### Metal layers overlaid

Two of the layers only.
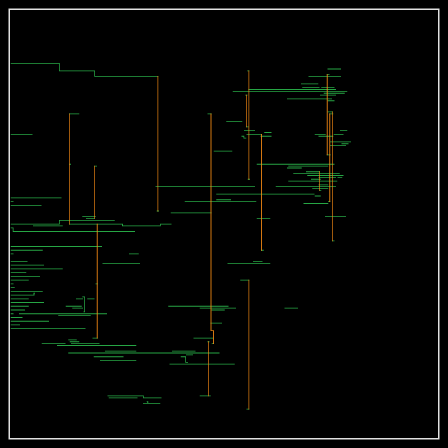
### I/O pins on the die edge

Pins as bars across the die edge, other pins in gray.
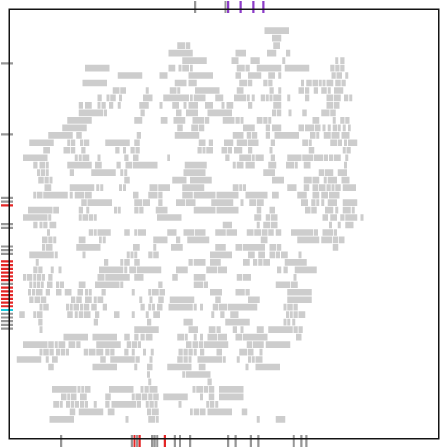
### Placement by cell class

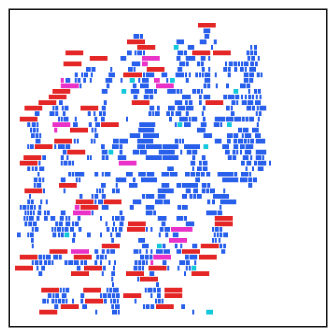
### Routed clock nets over the placement

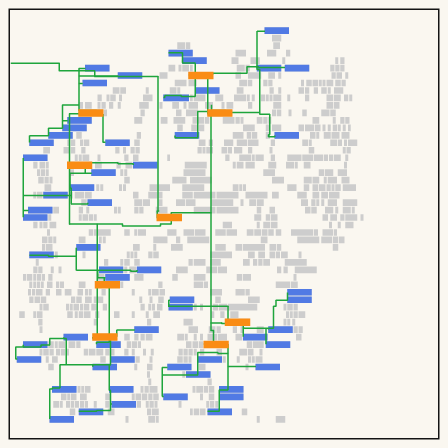
### Routing congestion map

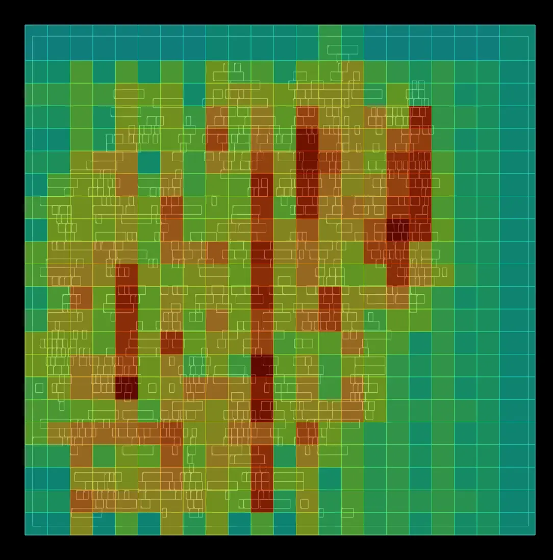
## src/rtl/esm_issue_scheduler.sv

```systemverilog
// esm_issue_scheduler: slot allocator and round-robin issue scheduler for the ESM instruction buffer
// Optional perf counters (perf_issued, perf_stall) under `ifdef ESM_SCHED_PERF_EN.
module esm_issue_scheduler #(
  parameter int bs = 16,
  parameter int IDA_LAT = 2,
`ifdef ESM_SCHED_PERF_EN
  parameter int CNT_W = 32,
`endif
  localparam int IW = $clog2(bs)
) (
  input  logic          clk,
  input  logic          rst,
  input  logic          alloc_req,
  output logic          alloc_gnt,
  output logic [IW-1:0] buffer_index,
  output logic [0:bs-1] valid_entries,
  input  logic [0:bs-1] independent_instr,
  output logic          issue_valid,
  output logic [IW-1:0] issue_index,
  input  logic          issue_ready,
  input  logic          done_valid,
  input  logic [IW-1:0] done_index,
  input  logic          flush,
  output logic          full,
  output logic          empty
`ifdef ESM_SCHED_PERF_EN
  ,
  output logic [CNT_W-1:0] perf_issued,
  output logic [CNT_W-1:0] perf_stall
`endif
);
  localparam int CW = IDA_LAT > 1 ? $clog2(IDA_LAT) : 1;
  typedef enum logic [1:0] {FREE, SETTLE, ELIG, ISSUED} slot_t;
  slot_t st [bs];
  logic [CW-1:0] ctr [bs];
  logic [IW-1:0] rr_ptr, pick, j;
  logic [bs-1:0] cand;
  logic any, fire;
  assign fire = issue_valid & issue_ready;
  assign full = &valid_entries;
  assign empty = ~|valid_entries;
  assign alloc_gnt = alloc_req & ~full;
  always_comb begin
    buffer_index = '0;
    for (int i = bs-1; i >= 0; i--)
      if (st[i] == FREE) buffer_index = IW'(i);
  end
  // The presented slot is still ELIG until it fires, so keep it out of the candidates.
  always_comb
    for (int i = 0; i < bs; i++) begin
      valid_entries[i] = st[i] != FREE;
      cand[i] = st[i] == ELIG && independent_instr[i] && !(issue_valid && issue_index == IW'(i));
    end
  always_comb begin
    pick = '0;
    any = 1'b0;
    j = '0;
    for (int k = bs-1; k >= 0; k--) begin
      j = rr_ptr + IW'(k);
      if (cand[j]) begin
        pick = j;
        any = 1'b1;
      end
    end
  end
  always_ff @(posedge clk or posedge rst)
    if (rst) begin
      for (int i = 0; i < bs; i++) begin
        st[i] <= FREE;
        ctr[i] <= '0;
      end
      issue_valid <= 1'b0;
      issue_index <= '0;
      rr_ptr <= '0;
    end else if (flush) begin
      for (int i = 0; i < bs; i++) begin
        st[i] <= FREE;
        ctr[i] <= '0;
      end
      issue_valid <= 1'b0;
      rr_ptr <= '0;
    end else begin
      for (int i = 0; i < bs; i++) begin
        if (st[i] == SETTLE) begin
          if (ctr[i] == '0) st[i] <= ELIG;
          else ctr[i] <= ctr[i] - 1'b1;
        end
        if (st[i] == ISSUED && done_valid && done_index == IW'(i)) st[i] <= FREE;
      end
      if (fire) begin
        st[issue_index] <= ISSUED;
        rr_ptr <= issue_index + 1'b1;
      end
      if (alloc_gnt) begin
        st[buffer_index] <= SETTLE;
        ctr[buffer_index] <= CW'(IDA_LAT - 1);
      end
      if (~issue_valid | fire) begin
        issue_valid <= any;
        if (any) issue_index <= pick;
      end
    end
`ifdef ESM_SCHED_PERF_EN
  always_ff @(posedge clk or posedge rst)
    if (rst | flush) begin
      perf_issued <= '0;
      perf_stall <= '0;
    end else begin
      if (fire && ~&perf_issued) perf_issued <= perf_issued + 1'b1;
      if (issue_valid && !issue_ready && ~&perf_stall) perf_stall <= perf_stall + 1'b1;
    end
`endif
endmodule

```

## config.mk

```make
export PLATFORM = sky130hd
export DESIGN_NAME = esm_issue_scheduler
export DESIGN_NICKNAME = d
export VERILOG_FILES = /design/src/rtl/esm_issue_scheduler.sv
export SDC_FILE = /design/constraint.sdc
export NUM_CORES = 1
export LEC_CHECK = 0
export ABC_CLOCK_PERIOD_IN_PS = 4900
export CORE_MARGIN = 2
export CORE_UTILIZATION = 25
export DETAILED_ROUTE_END_ITERATION = 7
export DONT_BUFFER_PORTS = 1
export PLACE_DENSITY = 0.41
export SLEW_MARGIN = 20
export SYNTH_ARGS = -nofsm -noshare
export SYNTH_HDL_FRONTEND = slang
export SYNTH_SLANG_ARGS = --single-unit
```

## constraint.sdc

```tcl
create_clock -name clk -period 4.9 [get_ports clk]
set_clock_uncertainty 0.05 [all_clocks]
set_input_delay 0.49 -clock clk [delete_from_list [all_inputs] [get_ports clk]]
set_output_delay 0.49 -clock clk [all_outputs]
set_load 0.005 [all_outputs]
```

==> ci_impl_report.md <==
## Synthesis and layout report

| Metric | Value |
|---|---|
| XOR/XNOR Area Share | 0.01825 |
| Tap cells | about 290 |
| Synth Seq Share | 0.2477 |
| Status | completed |
| MI comb cells | between 600 and 700 |
| First-pass GRT wire length | ~33 mm |
| Layout fillers | roughly 2400 |
| Commonest flop | dfrtp_1 |
| Io pins | roughly 54 |
| Total number of vias | just under 6000 |
| Slew @ Worst Pin | roughly 900 ps |
| Synthesis-to-layout area growth | 10.08% |
| Log Warnings | 34 |
| Vias per std cell | 5.859 |
| RSZ-0062 raised after global routing | no |
| Final Hold Vio Count | 0 |
| Fmax | between 200 and 250 MHz |
| Slew Limit Fails | 0 |
| Slew margin rel. | 0.3966 |
| Full die area | 0.02426 mm^2 |
| Cell accounting for the most synthesized area | dfrtp_1 |
| Hold path cells | 1 |
| Root buffer cell | clkbuf_16 |
| Post-Syn Instances | between 700 and 800 |
| Buffering overhead | 0.01579 |
| Global placement routability congestion | between 0.8 and 0.9 |
| CTS tree | done |
| DR DRC count | 0 |
| Logic share of the area | 0.6378 |
| Clkbuf count | 9 |
| Hold endpoint | ctr[1]$_DFF_PP0_ |
| Reg2reg path depth | 12 |
| Post-synth ARST share | 1.000 |
| Initial antenna violation count | 0 |
| Worst R2R End | issue_index[2]$_DFFE_PP0P_ |
About 'Metal layers overlaid':
[orange] metal 4 | wire length: 509 um
[green] metal 3 | wire length: 1310 um

About 'I/O pins on the die edge':
[red] `valid_entries` | pins: 16 | direction: output | edge: 13 left, 3 bottom
[cyan] `alloc_gnt` | pins: 1 | direction: output | edge: left
[purple] `issue_index` | pins: 4 | direction: output | edge: top
all pins by edge: 29 left, 19 bottom, 6 top
Die Width: 155.8 um
Port Buffer Count: 0
height of the die: 155.8 um

About 'Placement by cell class':
[blue] combinational and other logic | cells: 635 | share of their area: 70%
[magenta] clock drivers and dummy loads | cells: 16 | share of their area: 4.9%
[cyan] other buffers and delay cells | cells: 13 | share of their area: 1.7%
[red] flops | cells: 57 | share of their area: 24%
Placeable Area: 0.02264 mm^2
Layout Utilization: 0.2800
FP Rows: 55

About 'Routed clock nets over the placement':
[orange] clock drivers | count: 9
[green] clock wires | length: 1080 um
[blue] flip-flops | count: 57
routed clock nets: 10
Clk Latency, worst-skew pair: 350 ps
Clk. pwr: 640 uW
Clock Power Share: 0.246

About 'Routing congestion map':
global routing's busiest layer: met2
GRT Total Usage: 0.1761

-- routing by layer --
| metal | share of wire | global-route usage | vias up |
|---|---|---|---|
| li1 | - | - | 2709 |
| met1 | 0.45 | 0.2422 | 2921 |
| met2 | 0.46 | 0.2779 | 231 |
| met3 | 0.061 | 0.02528 | 33 |
| met4 | 0.024 | 0.07077 | 0 |
| met5 | 0 | 0 | - |
-- worst max path at each step --
stage	startpoint	endpoint	slack, ps	cells past startpoint
finish	issue_index[1]$_DFFE_PP0P_	issue_index[2]$_DFFE_PP0P_	570	12
global route	issue_index[1]$_DFFE_PP0P_	issue_index[2]$_DFFE_PP0P_	280	12
CTS	issue_index[1]$_DFFE_PP0P_	issue_index[2]$_DFFE_PP0P_	570	12
detailed placement	issue_index[1]$_DFFE_PP0P_	issue_index[2]$_DFFE_PP0P_	600	12
global placement	issue_index[1]$_DFFE_PP0P_	issue_index[2]$_DFFE_PP0P_	660	12
floorplan	rr_ptr[0]$_DFFE_PP0P_	issue_index[1]$_DFFE_PP0P_	1440	12
-- critical path, cell delays in order, from the launching register on --
cell	delay, ps
dfrtp_1	490
inv_1	180
ha_1	350
nor4bb_1	360
nor4b_2	150
mux2_2	310
mux4_2	530
mux2i_1	620
nand2_1	130
nor4_2	260
a311o_1	430
mux2i_1	230
o31ai_1	100
-- power breakdown --
part	switching [uW]	internal, uW
registers	177	518
clock network	247	393
logic	766	507
total	1190	1420
-- sequential cells by signal (all words and copies together), names as in the netlist --
| register | cells |
|---|---|
| ctr | 16 |
| issue_index | 4 |
| issue_valid | 1 |
| rr_ptr | 4 |
| st | 32 |
No activity file was given, so power comes from the tool's default toggle rates.
